<file path="src/rtl/muldiv_sequencer.sv">
`default_nettype none
// ============================================================================
//  Module      : muldiv_sequencer
//  Description : Multi-cycle multiply/divide unit beside the EX-stage ALU.
//                Runs MULT/MULTU by shift-add and DIV/DIVU by restoring
//                division, one bit per cycle. Owns HI/LO, serves MFHI/MFLO/
//                MTHI/MTLO and stalls the front of the pipeline while busy.
//                Optional macro MULDIV_FAST_MUL_EN replaces the iterative
//                multiply with a single-cycle multiplier.
//  Revision    : 1.0 - initial release
// ============================================================================
module muldiv_sequencer #(
    parameter int NB_DATA    = 32,
    parameter int NB_FUNCION = 6,
    parameter int NB_COUNT   = 6
) (
    input  logic                  i_clock,
    input  logic                  i_reset,
    input  logic                  i_valid,
    input  logic [NB_FUNCION-1:0] i_inst_funcion,
    input  logic [NB_DATA-1:0]    i_rs,
    input  logic [NB_DATA-1:0]    i_rt,
    output logic                  o_stall,
    output logic [NB_DATA-1:0]    o_result,
    output logic [NB_DATA-1:0]    o_hi,
    output logic [NB_DATA-1:0]    o_lo,
    output logic                  o_done,
    output logic                  o_div_zero
);

    // ------------------------------------------------------------------------
    // Function codes and state encoding
    // ------------------------------------------------------------------------
    localparam logic [NB_FUNCION-1:0] C_FN_MFHI  = NB_FUNCION'(6'h10);
    localparam logic [NB_FUNCION-1:0] C_FN_MTHI  = NB_FUNCION'(6'h11);
    localparam logic [NB_FUNCION-1:0] C_FN_MFLO  = NB_FUNCION'(6'h12);
    localparam logic [NB_FUNCION-1:0] C_FN_MTLO  = NB_FUNCION'(6'h13);
    localparam logic [NB_FUNCION-1:0] C_FN_MULT  = NB_FUNCION'(6'h18);
    localparam logic [NB_FUNCION-1:0] C_FN_MULTU = NB_FUNCION'(6'h19);
    localparam logic [NB_FUNCION-1:0] C_FN_DIV   = NB_FUNCION'(6'h1A);
    localparam logic [NB_FUNCION-1:0] C_FN_DIVU  = NB_FUNCION'(6'h1B);

    localparam logic [2:0] C_ST_IDLE = 3'd0;
    localparam logic [2:0] C_ST_MUL  = 3'd1;
    localparam logic [2:0] C_ST_DIV  = 3'd2;
    localparam logic [2:0] C_ST_FIX  = 3'd3;
    localparam logic [2:0] C_ST_DONE = 3'd4;

    localparam logic [NB_COUNT-1:0] C_LAST_ITER = NB_COUNT'(NB_DATA - 1);
    localparam logic [NB_COUNT-1:0] C_COUNT_ONE = NB_COUNT'(1);

    // ------------------------------------------------------------------------
    // State and datapath registers
    // ------------------------------------------------------------------------
    logic [2:0]           r_state;
    logic [2:0]           w_state_next;
    logic [NB_COUNT-1:0]  r_count;
    // Multiply: {partial product, remaining multiplier}. Divide: low half
    // holds the dividend being shifted out and the quotient shifted in.
    logic [2*NB_DATA-1:0] r_acc;
    // Multiplicand magnitude for multiply, divisor magnitude for divide.
    logic [NB_DATA-1:0]   r_opnd;
    // One extra bit so the shifted partial remainder never overflows.
    logic [NB_DATA:0]     r_rem;
    logic                 r_is_div;
    logic                 r_neg_main;   // product sign or quotient sign
    logic                 r_neg_rem;    // remainder follows the dividend
    logic [NB_DATA-1:0]   r_hi;
    logic [NB_DATA-1:0]   r_lo;
    logic                 r_div_zero;

    // ------------------------------------------------------------------------
    // Instruction decode and operand conditioning
    // ------------------------------------------------------------------------
    logic               w_is_mult;
    logic               w_is_div;
    logic               w_is_signed;
    logic               w_is_mfhi;
    logic               w_is_mflo;
    logic               w_is_mthi;
    logic               w_is_mtlo;
    logic               w_is_read;
    logic               w_is_muldiv;
    logic               w_rt_zero;
    logic               w_rs_neg;
    logic               w_rt_neg;
    logic [NB_DATA-1:0] w_mag_rs;
    logic [NB_DATA-1:0] w_mag_rt;

    assign w_is_mult   = (i_inst_funcion == C_FN_MULT) || (i_inst_funcion == C_FN_MULTU);
    assign w_is_div    = (i_inst_funcion == C_FN_DIV)  || (i_inst_funcion == C_FN_DIVU);
    assign w_is_signed = (i_inst_funcion == C_FN_MULT) || (i_inst_funcion == C_FN_DIV);
    assign w_is_mfhi   = (i_inst_funcion == C_FN_MFHI);
    assign w_is_mflo   = (i_inst_funcion == C_FN_MFLO);
    assign w_is_mthi   = (i_inst_funcion == C_FN_MTHI);
    assign w_is_mtlo   = (i_inst_funcion == C_FN_MTLO);
    assign w_is_read   = w_is_mfhi || w_is_mflo;
    assign w_is_muldiv = w_is_mult || w_is_div || w_is_read || w_is_mthi || w_is_mtlo;
    assign w_rt_zero   = (i_rt == '0);

    // Unsigned ops keep raw operands; signed ops work on magnitudes. The
    // magnitude of the most negative value is itself read as unsigned.
    assign w_rs_neg = w_is_signed & i_rs[NB_DATA-1];
    assign w_rt_neg = w_is_signed & i_rt[NB_DATA-1];
    assign w_mag_rs = w_rs_neg ? -i_rs : i_rs;
    assign w_mag_rt = w_rt_neg ? -i_rt : i_rt;

    // ------------------------------------------------------------------------
    // Per-iteration arithmetic
    // ------------------------------------------------------------------------
    logic [NB_DATA:0]   w_mul_sum;
    logic [NB_DATA:0]   w_div_shift;
    logic [NB_DATA:0]   w_div_diff;
    logic               w_div_ge;
    logic [NB_DATA-1:0] w_quot_fix;
    logic [NB_DATA-1:0] w_rem_fix;
    logic [2*NB_DATA-1:0] w_prod_fix;

    // Shift-add: add the multiplicand to the upper half when the current
    // multiplier bit is set; the carry lands in the top bit of the sum.
    assign w_mul_sum = {1'b0, r_acc[2*NB_DATA-1:NB_DATA]}
                     + (r_acc[0] ? {1'b0, r_opnd} : {(NB_DATA+1){1'b0}});

    // Restoring step: bring the next dividend bit into the partial remainder
    // and subtract the divisor only if it fits.
    assign w_div_shift = {r_rem[NB_DATA-1:0], r_acc[NB_DATA-1]};
    assign w_div_ge    = (w_div_shift >= {1'b0, r_opnd});
    assign w_div_diff  = w_div_shift - {1'b0, r_opnd};

    // Sign correction applied in FIX.
    assign w_quot_fix = r_neg_main ? -r_acc[NB_DATA-1:0] : r_acc[NB_DATA-1:0];
    assign w_rem_fix  = r_neg_rem  ? -r_rem[NB_DATA-1:0] : r_rem[NB_DATA-1:0];
    assign w_prod_fix = r_neg_main ? -r_acc : r_acc;

    // ------------------------------------------------------------------------
    // FSM state register
    // ------------------------------------------------------------------------
    always_ff @(posedge i_clock or negedge i_reset) begin
        if (!i_reset) begin
            r_state <= C_ST_IDLE;
        end else begin
            r_state <= w_state_next;
        end
    end

    // ------------------------------------------------------------------------
    // FSM next-state logic
    // ------------------------------------------------------------------------
    always_comb begin
        w_state_next = r_state;
        case (r_state)
            C_ST_IDLE: begin
                if (i_valid && w_is_mult) begin
`ifdef MULDIV_FAST_MUL_EN
                    w_state_next = C_ST_FIX;
`else
                    w_state_next = C_ST_MUL;
`endif
                end else if (i_valid && w_is_div) begin
                    w_state_next = w_rt_zero ? C_ST_DONE : C_ST_DIV;
                end
            end
            C_ST_MUL:  w_state_next = (r_count == C_LAST_ITER) ? C_ST_FIX : C_ST_MUL;
            C_ST_DIV:  w_state_next = (r_count == C_LAST_ITER) ? C_ST_FIX : C_ST_DIV;
            C_ST_FIX:  w_state_next = C_ST_DONE;
            C_ST_DONE: w_state_next = C_ST_IDLE;
            default:   w_state_next = C_ST_IDLE;
        endcase
    end

    // ------------------------------------------------------------------------
    // FSM outputs: done pulse, stall, and MFHI/MFLO read mux
    // ------------------------------------------------------------------------
    always_comb begin
        o_done   = (r_state == C_ST_DONE);
        o_stall  = 1'b0;
        o_result = '0;
        // Reads are released in DONE since HI/LO were written at its entry.
        // New operations still wait that cycle: they are only accepted in IDLE.
        if (i_valid && w_is_muldiv && (r_state != C_ST_IDLE)) begin
            o_stall = !((r_state == C_ST_DONE) && w_is_read);
        end
        if (i_valid && w_is_mfhi) begin
            o_result = r_hi;
        end else if (i_valid && w_is_mflo) begin
            o_result = r_lo;
        end
    end

    // ------------------------------------------------------------------------
    // Datapath: operand capture, iteration, sign fix-up, HI/LO and flag
    // ------------------------------------------------------------------------
    always_ff @(posedge i_clock or negedge i_reset) begin
        if (!i_reset) begin
            r_count    <= '0;
            r_acc      <= '0;
            r_opnd     <= '0;
            r_rem      <= '0;
            r_is_div   <= 1'b0;
            r_neg_main <= 1'b0;
            r_neg_rem  <= 1'b0;
            r_hi       <= '0;
            r_lo       <= '0;
            r_div_zero <= 1'b0;
        end else begin
            case (r_state)
                C_ST_IDLE: begin
                    if (i_valid && w_is_mult) begin
                        r_div_zero <= 1'b0;
                        r_is_div   <= 1'b0;
                        r_neg_main <= w_rs_neg ^ w_rt_neg;
                        r_count    <= '0;
`ifdef MULDIV_FAST_MUL_EN
                        r_acc      <= {{NB_DATA{1'b0}}, w_mag_rs} * {{NB_DATA{1'b0}}, w_mag_rt};
`else
                        r_opnd     <= w_mag_rs;
                        r_acc      <= {{NB_DATA{1'b0}}, w_mag_rt};
`endif
                    end else if (i_valid && w_is_div) begin
                        r_div_zero <= w_rt_zero;
                        if (w_rt_zero) begin
                            // No iteration: quotient saturates, dividend kept.
                            r_hi <= i_rs;
                            r_lo <= '1;
                        end else begin
                            r_is_div   <= 1'b1;
                            r_neg_main <= w_rs_neg ^ w_rt_neg;
                            r_neg_rem  <= w_rs_neg;
                            r_opnd     <= w_mag_rt;
                            r_acc      <= {{NB_DATA{1'b0}}, w_mag_rs};
                            r_rem      <= '0;
                            r_count    <= '0;
                        end
                    end else if (i_valid && w_is_mthi) begin
                        r_hi <= i_rs;
                    end else if (i_valid && w_is_mtlo) begin
                        r_lo <= i_rs;
                    end
                end
                C_ST_MUL: begin
                    r_acc   <= {w_mul_sum, r_acc[NB_DATA-1:1]};
                    r_count <= r_count + C_COUNT_ONE;
                end
                C_ST_DIV: begin
                    r_rem              <= w_div_ge ? w_div_diff : w_div_shift;
                    r_acc[NB_DATA-1:0] <= {r_acc[NB_DATA-2:0], w_div_ge};
                    r_count            <= r_count + C_COUNT_ONE;
                end
                C_ST_FIX: begin
                    if (r_is_div) begin
                        r_lo <= w_quot_fix;
                        r_hi <= w_rem_fix;
                    end else begin
                        r_hi <= w_prod_fix[2*NB_DATA-1:NB_DATA];
                        r_lo <= w_prod_fix[NB_DATA-1:0];
                    end
                end
                default: begin
                end
            endcase
        end
    end

    assign o_hi       = r_hi;
    assign o_lo       = r_lo;
    assign o_div_zero = r_div_zero;

endmodule
`default_nettype wire

</file>
<file path="config.mk">
export PLATFORM = sky130hd
export DESIGN_NAME = muldiv_sequencer
export DESIGN_NICKNAME = d
export VERILOG_FILES = /design/src/rtl/muldiv_sequencer.sv
export SDC_FILE = /design/constraint.sdc
export NUM_CORES = 1
export LEC_CHECK = 0
export CAP_MARGIN = 0
export CORE_MARGIN = 8
export CORE_UTILIZATION = 53
export CTS_CLUSTER_DIAMETER = 40
export DETAILED_ROUTE_END_ITERATION = 12
export HOLD_SLACK_MARGIN = 0.12
export PLACE_DENSITY_LB_ADDON = 0.12
export SLEW_MARGIN = 25
export SYNTH_ARGS = -nofsm -noshare
export SYNTH_HDL_FRONTEND = slang
export SYNTH_SLANG_ARGS = --single-unit
export TNS_END_PERCENT = 20
</file>
<file path="constraint.sdc">
create_clock -name i_clock -period 3.66 [get_ports i_clock]
set_clock_uncertainty 0.1 [all_clocks]
set_input_delay 0.366 -clock i_clock [delete_from_list [all_inputs] [get_ports i_clock]]
set_output_delay 0.366 -clock i_clock [all_outputs]
set_load 0.01 [all_outputs]
</file>
### Cell sizes after repair

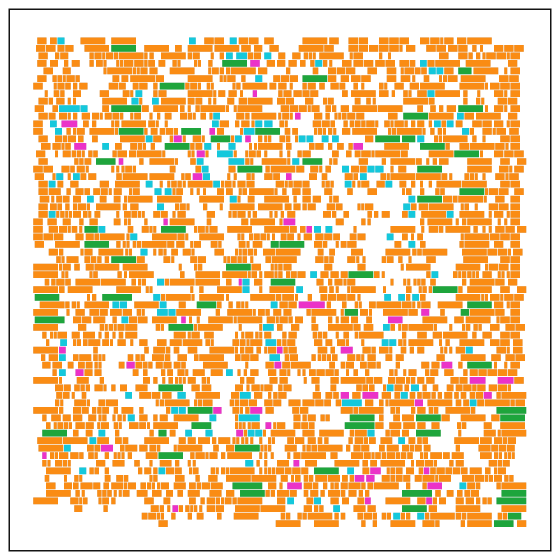
legend:
  x1 and smaller:
    colour: orange
    cells: 2071
    share: 89%
  x2:
    colour: magenta
    cells: 50
    share: 2.2%
  x6 and larger:
    colour: green
    cells: 64
    share: 2.8%
  x3 and x4:
    colour: cyan
    cells: 132
    share: 5.7%
final setup margin: 0.1738 ns
bufs w/o clock: 290
Area Growth Syn to Fin: 24.31%
Final Cell Area: 21040 um2

### Cell classes on the final placement

Scale bar: 50 um. Fill, decap, tap and diode cells in grey.
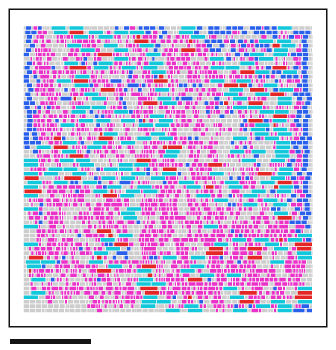
legend:
  remaining logic cells:
    colour: magenta
    cells: 1752
    share_of_their_area: 55%
  registers:
    colour: cyan
    cells: 205
    share_of_their_area: 25%
  remaining buffers and delay cells:
    colour: blue
    cells: 290
    share_of_their_area: 13%
  clock drivers and dummy loads:
    colour: red
    cells: 70
    share_of_their_area: 7.0%
fin util: 66.85%
# rows: 65

==> out/results.txt <==
status -> complete, no violations
crit path capture -> o_hi[10]
floorplan die height -> 194.7 um
Seq/total area -> 24.39%
post-synth top area cell -> dfrtp_1
Inverters -> 70
cycle use final -> 95.25%
top sig layer -> met5
most used logic cell in the final layout -> nor2_1
filler cell count -> 2684
Overall Power -> 19.80 mW
Setup WS pre-CTS -> -0.04738 ns
Reg power frac -> 24.0%
Post-synth area hogs -> dfrtp_1, xnor2_1, o21ai_0
Port Buffer Count -> 171
global routing usage on met2 -> 50.21%
CTS tree -> done
Clock-cell share -> 6.844%
Max Cap Violations -> 0
io pins -> 172
R2R Path Start -> r_acc[15]
Max-slew headroom -> 39.50%
logic share of the area -> 52.32%
drt pass-1 iters -> 8
full die area -> 37910 um2
fa+ha+maj area frac -> 5.337%
antenna cells -> 1
class of the most critical setup path -> reg -> reg
Yosys Instances -> 2095
total wire length -> 69030 um
nets@finish -> 2432
combinational gate power -> 11.1 mW
Worst setup SP type -> flip-flop
synth unique cells -> 89
crit path DAT -> 3.80 ns
Tmin final -> 3.486 ns
Comb gate area -> 11010 um2
required time of the critical path -> 3.97 ns
net load switching power -> 9.126 mW
Final ANT Viol Nets -> 0
post-CTS setup buffer count -> 1
TritonCTS Buffers -> 39
Placed Cells -> 2647
Complex Gates by Area -> 26.19%
Final Hold Fails -> 0
internal power -> 10.68 mW
# DRC -> 0
Logic pwr share -> 55.8%
Crit. path cell count -> 9
Pwr top -> combinational logic
max FFs per register -> 64
r2r endpoint -> o_hi[10]
Final Slew Violations -> 0
number of global-route vias before repair -> 16864
vias post-DR -> 18057
WL met2 -> 28390 um
count of library flops with an enable pin -> 0
list of most frequent post-synthesis cells -> nor2_1, dfrtp_1, nand2_1
Yosys reg bits -> 205
Cell Chain, Critical Path -> or4_4, or4_1, or2_1, nand3b_1, or3_1, o21ai_2, xor2_1, a22o_1, nor3_1
delay-heaviest family, CP -> simple AND/OR/NAND/NOR gates
starting DRC count in detailed routing -> 2459
Floorplan Nets -> 2239
XOR/XNOR share of the synthesized area -> 10.70%
Hold/Removal Path Class -> in -> async
f_max -> 286.8 MHz
Mapped Cells -> 2095
Met1 Routed Length -> 28370 um
slack of the worst reg-to-reg path -> 0.17 ns
share of cells above drive strength 1 -> 10.62%
worst-margin pin slew -> 0.9056 ns
cell with the most instances after synthesis -> nor2_1
overall routing resource usage -> 35.20%
routing usage on met1 -> 47.82%
Routability Congestion -> 1.019
area of placed instances -> 19550 um2
Worst-Skew Late Latency -> 0.55 ns
FF+latch area -> 5131 um2
RSZ-0062 raised after global routing -> false
largest family of logic cells by area -> AND-OR/OR-AND gates
MI comb cells -> 1682
Area leader share -> 30.31%
CP max stage delay -> 0.59 ns
Top FF cell, synth -> dfrtp_1
P_clk -> 3.99 mW
GRT overflow -> 0
Clock Path Buffers -> 3
asr flop ratio synth -> 100.0%
critical path fanouts, max -> 5
netlist area before placement -> 16930 um2
Switching Share -> 46.09%
flop count -> 205
Tap Cells -> 402
Mapped Avg Cell Area -> 8.079 um2
VDD IR max -> 0.0006015 V
Post-CTS Hold Fix Bufs -> 1
Via density -> 6.639
htree depth -> 2
initial antenna violation count -> 3
Wirelength per Cell -> 25.38 um
clock share of power -> 20.2%
first-pass GRT wire length -> 103800 um
clk root buf -> clkbuf_16
Core Density at Floorplan -> 53.78%
buffer share of cell area -> 12.80%
Simple-Gate Fraction of Synth Area -> 18.34%
MUX share of area -> 4.021%
number of clock buffers in the layout -> 47
worst hold slack -> 0.3164 ns
largest net degree at the start of global routing -> 84
Reg clk slew, reported paths -> 0.05 ns
Crit. End Element -> flip-flop
Met3 Wirelength -> 8247 um
R2R depth -> 9
met3 GRT Util -> 9.449%
clock sinks -> 205
final setup TNS -> 0 ns
pwr/cell area -> 941.1 nW/um2
Setup-failing EPs final -> 0
busiest grt layer -> met2
Power and IR drop assume default switching activity.
